File: src/rtl/multi_cycle_ctrl.sv
// Multi-cycle MIPS-subset control unit: a five-state Moore sequencer driving the
// shared-memory datapath strobes and selects, plus a counter of retired instructions.
module multi_cycle_ctrl #(
    parameter int RETIRE_W = 32
) (
    input  logic                clk,
    input  logic                reset,
    input  logic [5:0]          OpCode,
    input  logic [5:0]          Funct,
    input  logic                mem_ready,
    output logic                PCWrite,
    output logic                PCWriteCond,
    output logic                IorD,
    output logic                MemRead,
    output logic                MemWrite,
    output logic                IRWrite,
    output logic                RegWrite,
    output logic                ExtOp,
    output logic                LuOp,
    output logic [1:0]          RegDst,
    output logic [1:0]          MemtoReg,
    output logic [1:0]          ALUSrcA,
    output logic [1:0]          ALUSrcB,
    output logic [1:0]          PCSource,
    output logic [1:0]          ALUOp,
    output logic [2:0]          state,
    output logic                retire,
    output logic                illegal_op,
    output logic [RETIRE_W-1:0] retired_cnt
);

    typedef enum logic [2:0] {
        ST_IF  = 3'd0,
        ST_ID  = 3'd1,
        ST_EX  = 3'd2,
        ST_MEM = 3'd3,
        ST_WB  = 3'd4
    } state_t;

    state_t state_reg, state_next;
    logic [RETIRE_W-1:0] cnt_reg;

    logic pc_write_raw, pc_write_cond_raw, ir_write_raw, reg_write_raw;
    logic mem_write_raw, mem_read_raw, retire_raw, illegal_raw;

    // Opcode decode; only consulted outside IF, where the IR is stable.
    logic is_rtype, is_j, is_jal, is_jr, is_jalr, is_beq, is_lw, is_sw, is_itype, is_legal;
    assign is_rtype = (OpCode == 6'h00);
    assign is_j     = (OpCode == 6'h02);
    assign is_jal   = (OpCode == 6'h03);
    assign is_beq   = (OpCode == 6'h04);
    assign is_lw    = (OpCode == 6'h23);
    assign is_sw    = (OpCode == 6'h2b);
    assign is_jr    = is_rtype && (Funct == 6'h08);
    assign is_jalr  = is_rtype && (Funct == 6'h09);
    assign is_itype = ((OpCode >= 6'h08) && (OpCode <= 6'h0c)) || (OpCode == 6'h0f);
    assign is_legal = is_rtype || is_j || is_jal || is_beq || is_lw || is_sw || is_itype;

    always_ff @(posedge clk or posedge reset) begin
        if (reset) begin
            state_reg <= ST_IF;
            cnt_reg   <= '0;
        end else begin
            state_reg <= state_next;
            if (retire)
                cnt_reg <= cnt_reg + RETIRE_W'(1);
        end
    end

    always_comb begin
        state_next        = ST_IF;
        pc_write_raw      = 1'b0;
        pc_write_cond_raw = 1'b0;
        ir_write_raw      = 1'b0;
        reg_write_raw     = 1'b0;
        mem_write_raw     = 1'b0;
        mem_read_raw      = 1'b0;
        retire_raw        = 1'b0;
        illegal_raw       = 1'b0;
        IorD              = 1'b0;
        ExtOp             = 1'b0;
        LuOp              = 1'b0;
        RegDst            = 2'b00;
        MemtoReg          = 2'b00;
        ALUSrcA           = 2'b00;
        ALUSrcB           = 2'b00;
        PCSource          = 2'b00;
        ALUOp             = 2'b00;
        case (state_reg)
            ST_IF: begin
                mem_read_raw = 1'b1;
                ALUSrcB      = 2'b01;
                ir_write_raw = mem_ready;
                pc_write_raw = mem_ready;
                state_next   = mem_ready ? ST_ID : ST_IF;
            end
            ST_ID: begin
                // Branch target is computed speculatively into ALUOut for a possible beq.
                ALUSrcB = 2'b11;
                ExtOp   = 1'b1;
                if (is_j || is_jal || is_jr || is_jalr) begin
                    pc_write_raw = 1'b1;
                    PCSource     = (is_jr || is_jalr) ? 2'b11 : 2'b10;
                    retire_raw   = 1'b1;
                    if (is_jal) begin
                        reg_write_raw = 1'b1;
                        RegDst        = 2'b10;
                        MemtoReg      = 2'b10;
                    end else if (is_jalr) begin
                        reg_write_raw = 1'b1;
                        RegDst        = 2'b00;
                        MemtoReg      = 2'b10;
                    end
                    state_next = ST_IF;
                end else if (!is_legal) begin
                    illegal_raw = 1'b1;
                    state_next  = ST_IF;
                end else begin
                    state_next = ST_EX;
                end
            end
            ST_EX: begin
                if (is_rtype) begin
                    ALUSrcA    = ((Funct == 6'h00) || (Funct == 6'h02) || (Funct == 6'h03))
                                 ? 2'b10 : 2'b01;
                    ALUOp      = 2'b10;
                    state_next = ST_WB;
                end else if (is_lw || is_sw) begin
                    ALUSrcA    = 2'b01;
                    ALUSrcB    = 2'b10;
                    ExtOp      = 1'b1;
                    state_next = ST_MEM;
                end else if (is_beq) begin
                    ALUSrcA           = 2'b01;
                    ALUOp             = 2'b01;
                    pc_write_cond_raw = 1'b1;
                    PCSource          = 2'b01;
                    retire_raw        = 1'b1;
                end else if (is_itype) begin
                    ALUSrcA    = 2'b01;
                    ALUSrcB    = 2'b10;
                    ALUOp      = 2'b11;
                    ExtOp      = (OpCode != 6'h0c);
                    LuOp       = (OpCode == 6'h0f);
                    state_next = ST_WB;
                end
            end
            ST_MEM: begin
                IorD = 1'b1;
                if (is_lw) begin
                    mem_read_raw = 1'b1;
                    state_next   = mem_ready ? ST_WB : ST_MEM;
                end else if (is_sw) begin
                    mem_write_raw = 1'b1;
                    retire_raw    = mem_ready;
                    state_next    = mem_ready ? ST_IF : ST_MEM;
                end
            end
            ST_WB: begin
                reg_write_raw = 1'b1;
                retire_raw    = 1'b1;
                if (is_lw) begin
                    RegDst   = 2'b01;
                    MemtoReg = 2'b01;
                end else if (!is_rtype) begin
                    RegDst = 2'b01;
                end
            end
            default: state_next = ST_IF;
        endcase
    end

    // Write strobes and pulses are held off for the whole time reset is high.
    assign PCWrite     = pc_write_raw      & ~reset;
    assign PCWriteCond = pc_write_cond_raw & ~reset;
    assign IRWrite     = ir_write_raw      & ~reset;
    assign RegWrite    = reg_write_raw     & ~reset;
    assign MemWrite    = mem_write_raw     & ~reset;
    assign MemRead     = mem_read_raw      & ~reset;
    assign retire      = retire_raw        & ~reset;
    assign illegal_op  = illegal_raw       & ~reset;
    assign state       = state_reg;
    assign retired_cnt = cnt_reg;

endmodule

File: config.mk
export PLATFORM = sky130hd
export DESIGN_NAME = multi_cycle_ctrl
export DESIGN_NICKNAME = d
export VERILOG_FILES = /design/src/rtl/multi_cycle_ctrl.sv
export SDC_FILE = /design/constraint.sdc
export NUM_CORES = 1
export LEC_CHECK = 0
export ABC_AREA = 1
export CORE_MARGIN = 2
export CORE_UTILIZATION = 45
export CTS_CLUSTER_SIZE = 40
export DETAILED_ROUTE_END_ITERATION = 12
export PLACE_DENSITY = 0.76
export SETUP_SLACK_MARGIN = 0.15
export SYNTH_ARGS = -nofsm -noshare
export SYNTH_HDL_FRONTEND = slang
export SYNTH_SLANG_ARGS = --single-unit
File: constraint.sdc
create_clock -name clk -period 2.6 [get_ports clk]
set_clock_uncertainty 0.05 [all_clocks]
set_input_delay 0.26 -clock clk [delete_from_list [all_inputs] [get_ports clk]]
set_output_delay 0.26 -clock clk [all_outputs]
set_load 0.03 [all_outputs]
Figure 1. Cell classes on the final placement (run 1).
The bar under the picture is 20 um long.
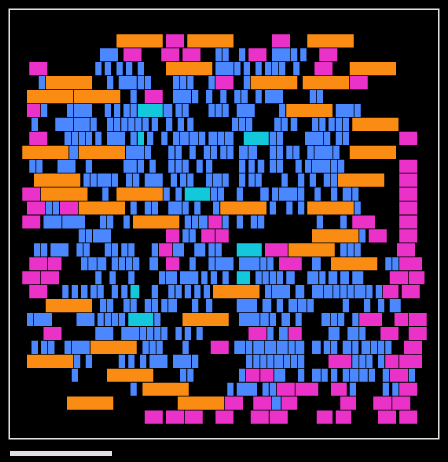
Blue marks all other logic, cells 411, share of their area 52%. Magenta marks other buffers and delay cells, cells 82, share of their area 22%. Cyan marks clock drivers and dummy loads, cells 8, share of their area 2.3%. Orange marks flip-flops, cells 35, share of their area 24%.

Figure 2. PDN straps and rails (run 1).
Pins as bars on the die edge. Tap cells in gray.
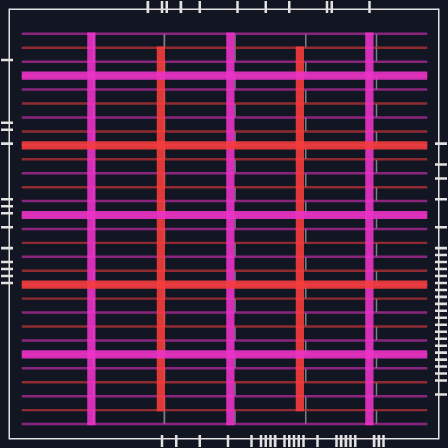
Red marks VDD. Magenta marks VSS.
5 straps on met5. 75 tap cells. 5 straps on met4.

Figure 3. Congestion heat map (run 1).
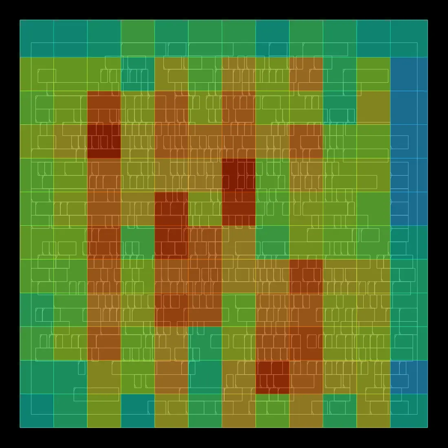
Most Crowded Layer GR: met2
post-layout util: 61.92%
GRT Total Usage: 22.52%
wire per inst: 12.36 um

==> summary.txt, run 1 <==
impl run done, here's what came out: status=completed, Slew HR=74.35%, CP endpoint=MemtoReg[0], Critical Path Source Type=input port, TritonCTS clock tree=yes, Routed Antenna Nets=0, Flop area=875.8 um2, Die Y=83.54 um, Post-synth ARST share=100.0%, register bit total from synthesis=35, Design Power=1.147 mW, VDD IR max=278.4 uV, clock power share=35.5%, Top cells by area=dfrtp_1 31%, nand2_1 23%, nand3_2 11%, Mapped Area=2846 um2, P_comb=0.180 mW, Psw=0.3416 mW, largest net degree at the start of global routing=29, ANT cells=0, HPWL after DPL=5969 um, Post-route DRC=0, Crit-path slowest cell=clkdlybuf4s50_1, Slew Viols, Final=0, #MultiIn Comb=345, clk tree area frac=2.280%, Syn Inst Count=454, Mapped Nets=470, multi-input combinational area share=43.66%, DR iter-0 viols=162
==> run 1: metal layers <==
| metal | share of wire, % | routed length, um | vias up |
|---|---|---|---|
| met5 | 0 | 0 | - |
| met4 | 1.9 | 142 | 0 |
| met3 | 5.6 | 424 | 14 |
| met2 | 48 | 3590 | 100 |
| met1 | 45 | 3390 | 1384 |
| li1 | - | - | 1543 |
==> run 1: repair_timing <==
| action | CTS | global route |
|---|---|---|
| pin swaps | 0 | 0 |
| setup endpoints to repair | 8 | 9 |
| gates resized | 8 | 9 |
| setup buffers | 0 | 0 |
==> run 1: worst min-delay path, stage by stage <==
cell and delay, ns:
clkdlybuf4s50_1 0.39, buf_4 0.19, inv_2 0.09, buf_4 0.22
## Run 2: what changed since run 1
--- a/config.mk
+++ b/config.mk
@@ -12,6 +12,7 @@
 export DETAILED_ROUTE_END_ITERATION = 12
 export PLACE_DENSITY = 0.76
 export SETUP_SLACK_MARGIN = 0.15
+export SKIP_LAST_GASP = 1
 export SYNTH_ARGS = -nofsm -noshare
 export SYNTH_HDL_FRONTEND = slang
 export SYNTH_SLANG_ARGS = --single-unit
Figure 4. Clock network drawn from the DEF (run 2).
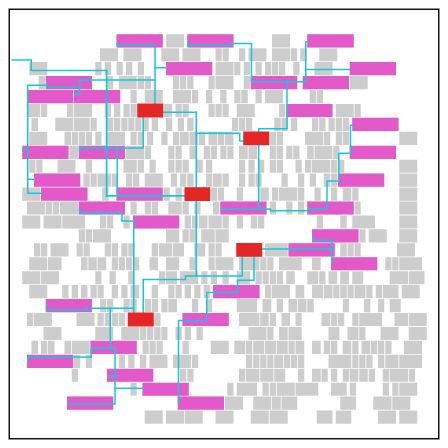
Red marks cells driving clock nets, count 5. Cyan marks clock wires, length 564 um. Magenta marks flip-flops, count 35.
Position of the flops: all over the die.

==> run 2 against run 1 <==
Against the previous run: utilization unchanged; highest routed layer unchanged; die size unchanged; hold slack unchanged; synthesized cell count unchanged; critical path type unchanged; final cell count unchanged; combinational power about the same; largest cell class unchanged; total power unchanged; largest power group unchanged; sequential share of layout area unchanged; global-route usage unchanged.
==> summary.txt, run 2 <==
impl run done, here's what came out: Critical Path Source Type=input port, Design Power=1.147 mW (unchanged), Flop area=875.8 um2 (unchanged), P_comb=0.180 mW (about the same), Syn Inst Count=454 (unchanged), Mapped Nets=470 (unchanged), status=completed, met2 WL=3590 um (unchanged), post-layout util=61.92% (unchanged), VDD IR max=278.4 uV (unchanged), TritonCTS clock tree=yes, HPWL after DPL=5969 um (unchanged), Die Y=83.54 um (unchanged), Mapped Area=2846 um2 (unchanged), Slew HR=74.35% (unchanged), Post-route DRC=0 (unchanged), GRT Total Usage=22.52% (unchanged), Psw=0.3416 mW (unchanged), wire per inst=12.36 um (unchanged), Slew Viols, Final=0 (unchanged), Routed Antenna Nets=0 (unchanged), DR iter-0 viols=162 (unchanged), Most Crowded Layer GR=met2, register bit total from synthesis=35 (unchanged), Post-synth ARST share=100.0% (unchanged), Top cells by area=dfrtp_1 31%, nand2_1 23%, nand3_2 11%, clock power share=35.5% (about the same)
Figure 5. Congestion heat map (run 2).
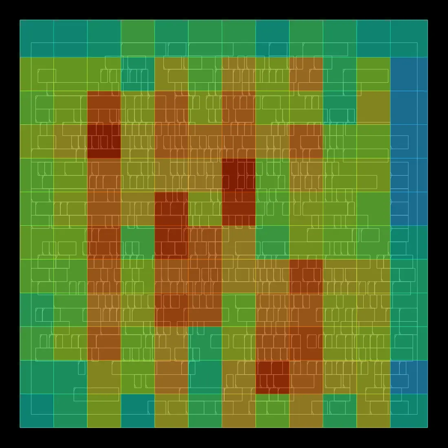
M1 GR Usage: 29.76%
met2 Usage GRT: 37.32%
M3 GR Usage: 4.451%

[run 2: cell counts in the layout (fill, tap and decap cells not counted)]
No cell type changed its count.
[run 2: area by class of cell]
cell class | count | share of cell area, %
clock buffer | 6 | 1.945
sequential | 35 | 23.47
tap | 75 | 2.515
multi-input combinational | 345 | 43.66
inverter | 66 | 6.640
timing repair buffer | 82 | 21.43
clock inverter | 2 | 0.3353
[run 2: logic make-up (layout without fill, tap and decap cells)]
| family | Yosys count | count (layout) | share of synthesized area, % |
|---|---|---|---|
| buffers and inverters | 74 | 156 | 12.00 |
| AND/OR/NAND/NOR | 332 | 332 | 54.51 |
| adder cells (fa/ha/maj) | 1 | 1 | 0.4395 |
| AND-OR/OR-AND | 11 | 11 | 1.978 |
| flip-flops | 35 | 35 | 30.77 |
| XOR/XNOR | 1 | 1 | 0.3077 |
## Run 3: what changed since run 2
--- a/config.mk
+++ b/config.mk
@@ -10,6 +10,7 @@
 export CORE_UTILIZATION = 45
 export CTS_CLUSTER_SIZE = 40
 export DETAILED_ROUTE_END_ITERATION = 12
+export GPL_ROUTABILITY_DRIVEN = 0
 export PLACE_DENSITY = 0.76
 export SETUP_SLACK_MARGIN = 0.15
 export SKIP_LAST_GASP = 1
==> run 3 against run 2 <==
Against the previous run: routed wire length fell by 1.0%; global-route usage fell by 0.10 points; area after synthesis did not move; register-to-register slack barely moved; total power rose by 7.5%; critical path depth did not move; worst setup slack got worse by 0.0071 ns; clock power rose by 21%; largest cell class unchanged.
==> summary.txt, run 3 <==
impl run done, here's what came out: register bit total from synthesis=35 (unchanged), VDD IR max=268.1 uV (-3.7%), Crit. End Element=output port, TritonCTS clock tree=yes, GRT Total Usage=22.42% (-0.10 points), Synth Area in Compound Gates=1.978% (unchanged), wire per inst=12.23 um (-1.0%), sw frac=26.76%, clock power share=40.1% (+4.6 points), yosys xor share=0.3077% (unchanged), ANT cells=0, #MultiIn Comb=345 (unchanged), tap cells=75 (unchanged), Post-Synth Adder-Cell Area=0.4396% (unchanged), DR iter-0 viols=163 (+0.62%), NonClk Buf Share=21.11% (-0.31 points), Mux area share=0% (unchanged), clk tree area frac=3.002% (+0.72 points), reg2reg start=retired_cnt[0]$_DFFE_PP0P_, Psw=0.3300 mW (-3.4%), Critical Path Source Type=input port, Post-route DRC=0 (unchanged), Design Power=1.233 mW (+7.5%), Syn Inst Count=454 (unchanged), status=completed, Mapped Area=2846 um2 (unchanged), Dominant comb cell=simple AND/OR/NAND/NOR gates, clock buffer count=5 (-1), sequential share of cell area=23.35% (-0.13 points), bufs w/o clock=82 (unchanged), Top cells by area=dfrtp_1 31%, nand2_1 23%, nand3_2 11%, multi-input combinational area share=43.43% (-0.23 points), Flop area=875.8 um2 (unchanged), Slew HR=73.63% (-0.72 points), HPWL after DPL=6044 um (+1.3%), Max-area cell class=combinational gates, Slew Viols, Final=0 (unchanged), Mapped Nets=470 (unchanged), P_comb=0.179 mW (about the same), Seq share, synth=30.77%
-- run 3: cell counts after synthesis --
No cell type changed its count.
-- run 3: layer usage --
layer | share of wire, % | up-vias | global-route usage (%)
met4 | 2.9 | 0 | 7.625
met2 | 46 | 101 | 35.70
met3 | 6.4 | 21 | 4.649
met5 | 0 | - | 0
met1 | 45 | 1365 | 30.45
li1 | - | 1542 | -
-- run 3: path summary, 6_finish.rpt --
path	to	depth (start not counted)
worst max register to register	retired_cnt[20]$_DFFE_PP0P_	8
worst min register to register	retired_cnt[3]$_DFFE_PP0P_	2
worst max-delay path	MemtoReg[0]	4
min in group clk	retired_cnt[3]$_DFFE_PP0P_	2
max in group asynchronous	retired_cnt[31]$_DFFE_PP0P_	5
worst min-delay path	retired_cnt[3]$_DFFE_PP0P_	3
Figure 6. PDN straps and rails (run 3).
Pins as bars on the die edge. Tap cells in gray.
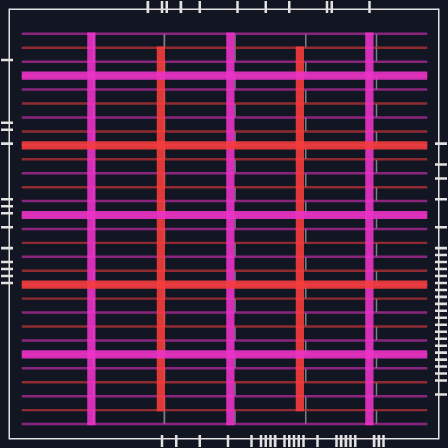
Red marks VDD. Magenta marks VSS.
5 straps on met5. The core has 28 rows. 29 met1 rails follow the rows. 5 straps on met4. 75 tap cells.

Figure 7. Congestion heat map (run 3).
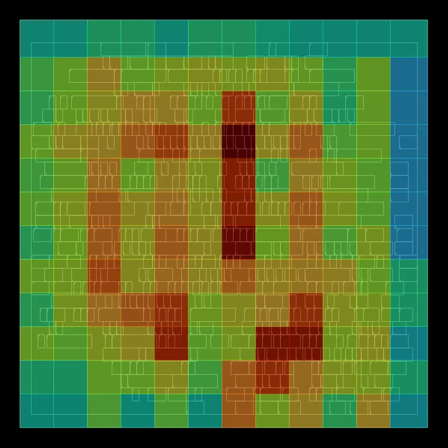
M3 GR Usage: 4.649%
post-layout util: 62.25%
M1 GR Usage: 30.45%

Power figures rest on the tool's default switching activity, not on a simulated workload.
